$ cat config.mk
export PLATFORM = sky130hd
export DESIGN_NAME = wb_arbiter_flat
export DESIGN_NICKNAME = d
export VERILOG_FILES = /design/src/rtl/wb_arbiter_if.sv /design/src/rtl/wb_arbiter.sv /design/src/flat_wrapper.sv
export SDC_FILE = /design/constraint.sdc
export NUM_CORES = 1
export LEC_CHECK = 0
export ABC_AREA = 1
export CAP_MARGIN = 30
export CORE_ASPECT_RATIO = 2
export CORE_MARGIN = 10
export CORE_UTILIZATION = 51
export DETAILED_ROUTE_END_ITERATION = 12
export GPL_TIMING_DRIVEN = 0
export PLACE_DENSITY_LB_ADDON = 0.08
export SLEW_MARGIN = 5
export SYNTH_ARGS = -nofsm -noshare
export SYNTH_HDL_FRONTEND = slang
export SYNTH_SLANG_ARGS = --single-unit
$ cat constraint.sdc
create_clock -name CLK -period 2.9 [get_ports CLK]
set_input_delay 0.435 -clock CLK [delete_from_list [all_inputs] [get_ports CLK]]
set_output_delay 0.435 -clock CLK [all_outputs]
set_load 0.01 [all_outputs]
$ cat src/rtl/wb_arbiter_if.sv
// Bus bundle between the write-back arbiter and its neighbours.
// master: result producers (ALU, memory unit) and register-file consumer side.
// slave : the arbiter itself.
// Signals:
//   alu_valid/alu_ready/alu_rd/alu_data           ALU result handshake
//   ld_valid/ld_ready/ld_rd/ld_funct3/ld_off/ld_word  load result handshake
//   A3/WD3/EN                                     register-file write port
//   pending_mask                                  one bit per register with a write in flight
interface wb_arbiter_if #(
    parameter int unsigned XLEN = 32
);
    logic            alu_valid;
    logic            alu_ready;
    logic [4:0]      alu_rd;
    logic [XLEN-1:0] alu_data;

    logic            ld_valid;
    logic            ld_ready;
    logic [4:0]      ld_rd;
    logic [2:0]      ld_funct3;
    logic [1:0]      ld_off;
    logic [XLEN-1:0] ld_word;

    logic [4:0]      A3;
    logic [XLEN-1:0] WD3;
    logic            EN;
    logic [31:0]     pending_mask;

    modport master (
        output alu_valid, alu_rd, alu_data,
        input  alu_ready,
        output ld_valid, ld_rd, ld_funct3, ld_off, ld_word,
        input  ld_ready,
        input  A3, WD3, EN, pending_mask
    );

    modport slave (
        input  alu_valid, alu_rd, alu_data,
        output alu_ready,
        input  ld_valid, ld_rd, ld_funct3, ld_off, ld_word,
        output ld_ready,
        output A3, WD3, EN, pending_mask
    );
endinterface

$ cat src/rtl/wb_arbiter.sv
// Write-back arbiter: merges single-cycle ALU results and extended load data into the
// register-file write port (A3/WD3/EN). Loads are extended on entry and held in a small
// in-order queue; the ALU has priority unless the queue head has waited STARVE_MAX cycles.
// Ports:
//   CLK    clock, all state on rising edge
//   RST_N  synchronous reset, active low; also forces both ready outputs low
//   bus    wb_arbiter_if.slave (ALU/load handshakes, A3/WD3/EN, pending_mask)
module wb_arbiter #(
    parameter int unsigned XLEN       = 32,
    parameter int unsigned LQ_DEPTH   = 2,
    parameter int unsigned STARVE_MAX = 4
) (
    input logic         CLK,
    input logic         RST_N,
    wb_arbiter_if.slave bus
);
    localparam int unsigned CntW = $clog2(LQ_DEPTH + 1);
    localparam int unsigned StW  = $clog2(STARVE_MAX + 1);
    localparam logic [CntW-1:0] Depth     = CntW'(LQ_DEPTH);
    localparam logic [StW-1:0]  StarveMax = StW'(STARVE_MAX);

    // Queue is a shift register: slot 0 is the head, slots [0, count_q) are valid.
    logic [XLEN-1:0] data_q [LQ_DEPTH];
    logic [XLEN-1:0] data_d [LQ_DEPTH];
    logic [4:0]      rd_q   [LQ_DEPTH];
    logic [4:0]      rd_d   [LQ_DEPTH];
    logic [CntW-1:0] count_q, count_d, count_popped;
    logic [StW-1:0]  starve_q, starve_d;
    logic            en_q, en_d;
    logic [4:0]      a3_q, a3_d;
    logic [XLEN-1:0] wd3_q, wd3_d;

    logic alu_rdy, ld_rdy, alu_fire, ld_fire, push, pop;
    logic [XLEN-1:0] ld_ext;
    logic [31:0]     pmask;

    function automatic logic [XLEN-1:0] extend_load(input logic [2:0]      funct3,
                                                    input logic [1:0]      off,
                                                    input logic [XLEN-1:0] word);
        logic [7:0]      b;
        logic [15:0]     h;
        logic [XLEN-1:0] r;
        b = word[{off, 3'b000} +: 8];
        h = word[{off[1], 4'b0000} +: 16];
        case (funct3)
            3'b000:  r = {{(XLEN-8){b[7]}}, b};
            3'b001:  r = {{(XLEN-16){h[15]}}, h};
            3'b100:  r = {{(XLEN-8){1'b0}}, b};
            3'b101:  r = {{(XLEN-16){1'b0}}, h};
            default: r = word;
        endcase
        return r;
    endfunction

    always_comb begin
        alu_rdy  = RST_N && (starve_q < StarveMax);
        ld_rdy   = RST_N && (count_q < Depth);
        alu_fire = bus.alu_valid && alu_rdy;
        ld_fire  = bus.ld_valid && ld_rdy;
        // rd=0 loads complete the handshake but are dropped.
        push     = ld_fire && (bus.ld_rd != 5'd0);
        pop      = !alu_fire && (count_q != '0);
        ld_ext   = extend_load(bus.ld_funct3, bus.ld_off, bus.ld_word);

        en_d  = 1'b0;
        a3_d  = a3_q;
        wd3_d = wd3_q;
        if (alu_fire) begin
            if (bus.alu_rd != 5'd0) begin
                en_d  = 1'b1;
                a3_d  = bus.alu_rd;
                wd3_d = bus.alu_data;
            end
        end else if (pop) begin
            en_d  = 1'b1;
            a3_d  = rd_q[0];
            wd3_d = data_q[0];
        end

        starve_d = ((count_q != '0) && !pop) ? starve_q + 1'b1 : '0;

        for (int unsigned i = 0; i < LQ_DEPTH; i++) begin
            data_d[i] = data_q[i];
            rd_d[i]   = rd_q[i];
        end
        if (pop) begin
            for (int unsigned i = 0; i + 1 < LQ_DEPTH; i++) begin
                data_d[i] = data_q[i+1];
                rd_d[i]   = rd_q[i+1];
            end
        end
        count_popped = pop ? count_q - 1'b1 : count_q;
        count_d      = count_popped;
        if (push) begin
            for (int unsigned i = 0; i < LQ_DEPTH; i++) begin
                if (CntW'(i) == count_popped) begin
                    data_d[i] = ld_ext;
                    rd_d[i]   = bus.ld_rd;
                end
            end
            count_d = count_popped + 1'b1;
        end

        pmask = '0;
        for (int unsigned i = 0; i < LQ_DEPTH; i++) begin
            if (CntW'(i) < count_q) pmask[rd_q[i]] = 1'b1;
        end
        if (en_q) pmask[a3_q] = 1'b1;
        pmask[0] = 1'b0;
    end

    always_ff @(posedge CLK) begin
        if (!RST_N) begin
            count_q  <= '0;
            starve_q <= '0;
            en_q     <= 1'b0;
            a3_q     <= '0;
            wd3_q    <= '0;
            for (int unsigned i = 0; i < LQ_DEPTH; i++) begin
                data_q[i] <= '0;
                rd_q[i]   <= '0;
            end
        end else begin
            count_q  <= count_d;
            starve_q <= starve_d;
            en_q     <= en_d;
            a3_q     <= a3_d;
            wd3_q    <= wd3_d;
            for (int unsigned i = 0; i < LQ_DEPTH; i++) begin
                data_q[i] <= data_d[i];
                rd_q[i]   <= rd_d[i];
            end
        end
    end

    assign bus.alu_ready    = alu_rdy;
    assign bus.ld_ready     = ld_rdy;
    assign bus.A3           = a3_q;
    assign bus.WD3          = wd3_q;
    assign bus.EN           = en_q;
    assign bus.pending_mask = pmask;
endmodule

$ cat src/flat_wrapper.sv
// flat-port wrapper written by rule: the top's interface ports become plain ports
module wb_arbiter_flat 
#(
    parameter int unsigned XLEN       = 32,
    parameter int unsigned LQ_DEPTH   = 2,
    parameter int unsigned STARVE_MAX = 4
)
  (CLK, RST_N, bus_alu_valid, bus_alu_rd, bus_alu_data, bus_alu_ready, bus_ld_valid, bus_ld_rd, bus_ld_funct3, bus_ld_off, bus_ld_word, bus_ld_ready, bus_A3, bus_WD3, bus_EN, bus_pending_mask);
  wb_arbiter_if #(.XLEN(XLEN)) bus_i ();
  input logic CLK;
  input logic RST_N;
  input wire logic [$bits(bus_i.alu_valid)-1:0] bus_alu_valid;
  input wire logic [$bits(bus_i.alu_rd)-1:0] bus_alu_rd;
  input wire logic [$bits(bus_i.alu_data)-1:0] bus_alu_data;
  output wire logic [$bits(bus_i.alu_ready)-1:0] bus_alu_ready;
  input wire logic [$bits(bus_i.ld_valid)-1:0] bus_ld_valid;
  input wire logic [$bits(bus_i.ld_rd)-1:0] bus_ld_rd;
  input wire logic [$bits(bus_i.ld_funct3)-1:0] bus_ld_funct3;
  input wire logic [$bits(bus_i.ld_off)-1:0] bus_ld_off;
  input wire logic [$bits(bus_i.ld_word)-1:0] bus_ld_word;
  output wire logic [$bits(bus_i.ld_ready)-1:0] bus_ld_ready;
  output wire logic [$bits(bus_i.A3)-1:0] bus_A3;
  output wire logic [$bits(bus_i.WD3)-1:0] bus_WD3;
  output wire logic [$bits(bus_i.EN)-1:0] bus_EN;
  output wire logic [$bits(bus_i.pending_mask)-1:0] bus_pending_mask;
  assign bus_i.alu_valid = bus_alu_valid;
  assign bus_i.alu_rd = bus_alu_rd;
  assign bus_i.alu_data = bus_alu_data;
  assign bus_alu_ready = bus_i.alu_ready;
  assign bus_i.ld_valid = bus_ld_valid;
  assign bus_i.ld_rd = bus_ld_rd;
  assign bus_i.ld_funct3 = bus_ld_funct3;
  assign bus_i.ld_off = bus_ld_off;
  assign bus_i.ld_word = bus_ld_word;
  assign bus_ld_ready = bus_i.ld_ready;
  assign bus_A3 = bus_i.A3;
  assign bus_WD3 = bus_i.WD3;
  assign bus_EN = bus_i.EN;
  assign bus_pending_mask = bus_i.pending_mask;
  wb_arbiter #(.XLEN(XLEN), .LQ_DEPTH(LQ_DEPTH), .STARVE_MAX(STARVE_MAX)) u_core (.CLK(CLK), .RST_N(RST_N), .bus(bus_i));
endmodule
**Cell area per tile**

10 x 18 tiles, from dark blue (low) to red (high), 0 to 100% covered.
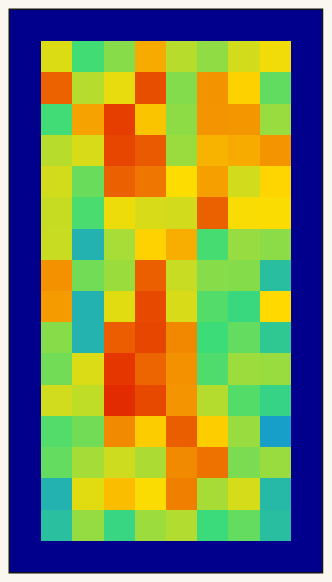
mean over tiles = 49%
tiles over 75% full = 24%
densest ninth of the die = centre
fullest tile = 95%
final core utilization: 70.67%
core area: 12990 um2
FP Util: 51.89%

==> metrics.cfg <==
[run_status]
status = completed

[clock_tree]
numCtsBuffers = 17
cts-root-buf = clkbuf_16
cts_sinks = 117

[logic_synthesis]
aoi_share_pct = 10.95
async_flop_share_pct = 0
edf_count = 0
fp_nets = 1207
avgSynthCellArea_um2 = 6.025
ys.flops = 117
xor_share_pct = 0.2598
most_common_cell = nand2_1
simple_gate_area_share_pct = 44.04
synthAdderAreaFrac_pct = 0.9280
synth_top_area_share_pct = 34.74
ys_cells = 1119

[power_and_ir_drop]
power.switching_mw = 2.895
p_leak_nw = 4.286
pg_comb_mw = 2.87
power_density_nw_per_um2 = 795.1
p_int_mw = 4.405
power.share.combinational_pct = 39.2
p_clk_share_pct = 29.4

[setup_path]
crit_type = register to primary output
end_kind = primary output
endpoint = bus_pending_mask[30]
startpoint = u_core.count_q[1]$_SDFF_PN0_
path_max_fanout = 5
path_delay_family = buffers and inverters
setup.worst_path.start_class = register
rr_endpoint = u_core.data_q[0][21]$_SDFF_PN0_
reg2regPathDepth = 12
worst-path-stages = 7

[cells_and_area]
sh_comb_area_pct = 42.20
largest_cell_class = combinational gates
finalInstanceArea_um2 = 9181
layout.cells.most_common = nand2_1
antenna_cells = 1
area_delta_synth_final_pct = 36.19
ff_count = 117
seqAreaFraction_pct = 25.51
lay_top_cells = 363 x nand2_1, 212 x nor2_1, 147 x clkdlybuf4s50_1, 117 x dfxtp_1, 104 x nand3_1
clock_buffers = 17
drive_gt1_share_pct = 9.778
final-nonclk-buf-share_pct = 20.90

[final_timing]
fin_crit_ns = 2.812
timing.final.max_slew_violations = 0
hold_viol = 0
skew_ns = 0.009190
rsz0062_at_grt = yes
finalSetupViolCount = 0
tns_ns = 0
worst_slew_pin_slew_ns = 0.6796

[grt]
grt_pass1_vias = 7866

[place]
placed_cells = 1424
place_congestion = 1.014
dp_hpwl_um = 21190

[routing]
via_per_inst = 5.473
wirelength_um = 26990
drt_iter0_markers = 475
met3WireLength_um = 1665
ant_nets = 0

[min_path]
min_to = u_core.starve_q[0]$_SDFF_PN0_

[floorplanning]
io_pins = 155

**Routing congestion map**

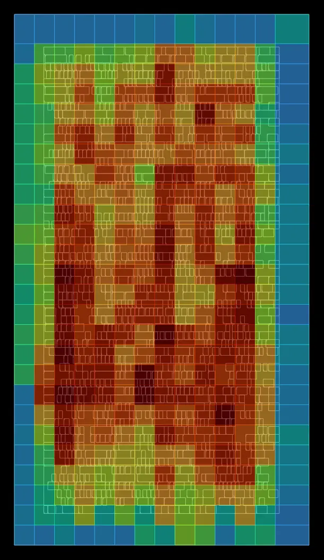
met1 usage: 24.94%
M3 GR Usage: 6.129%
Total GRT Usage: 28.51%
met2 usage: 51.05%
WL/cell: 18.46 um

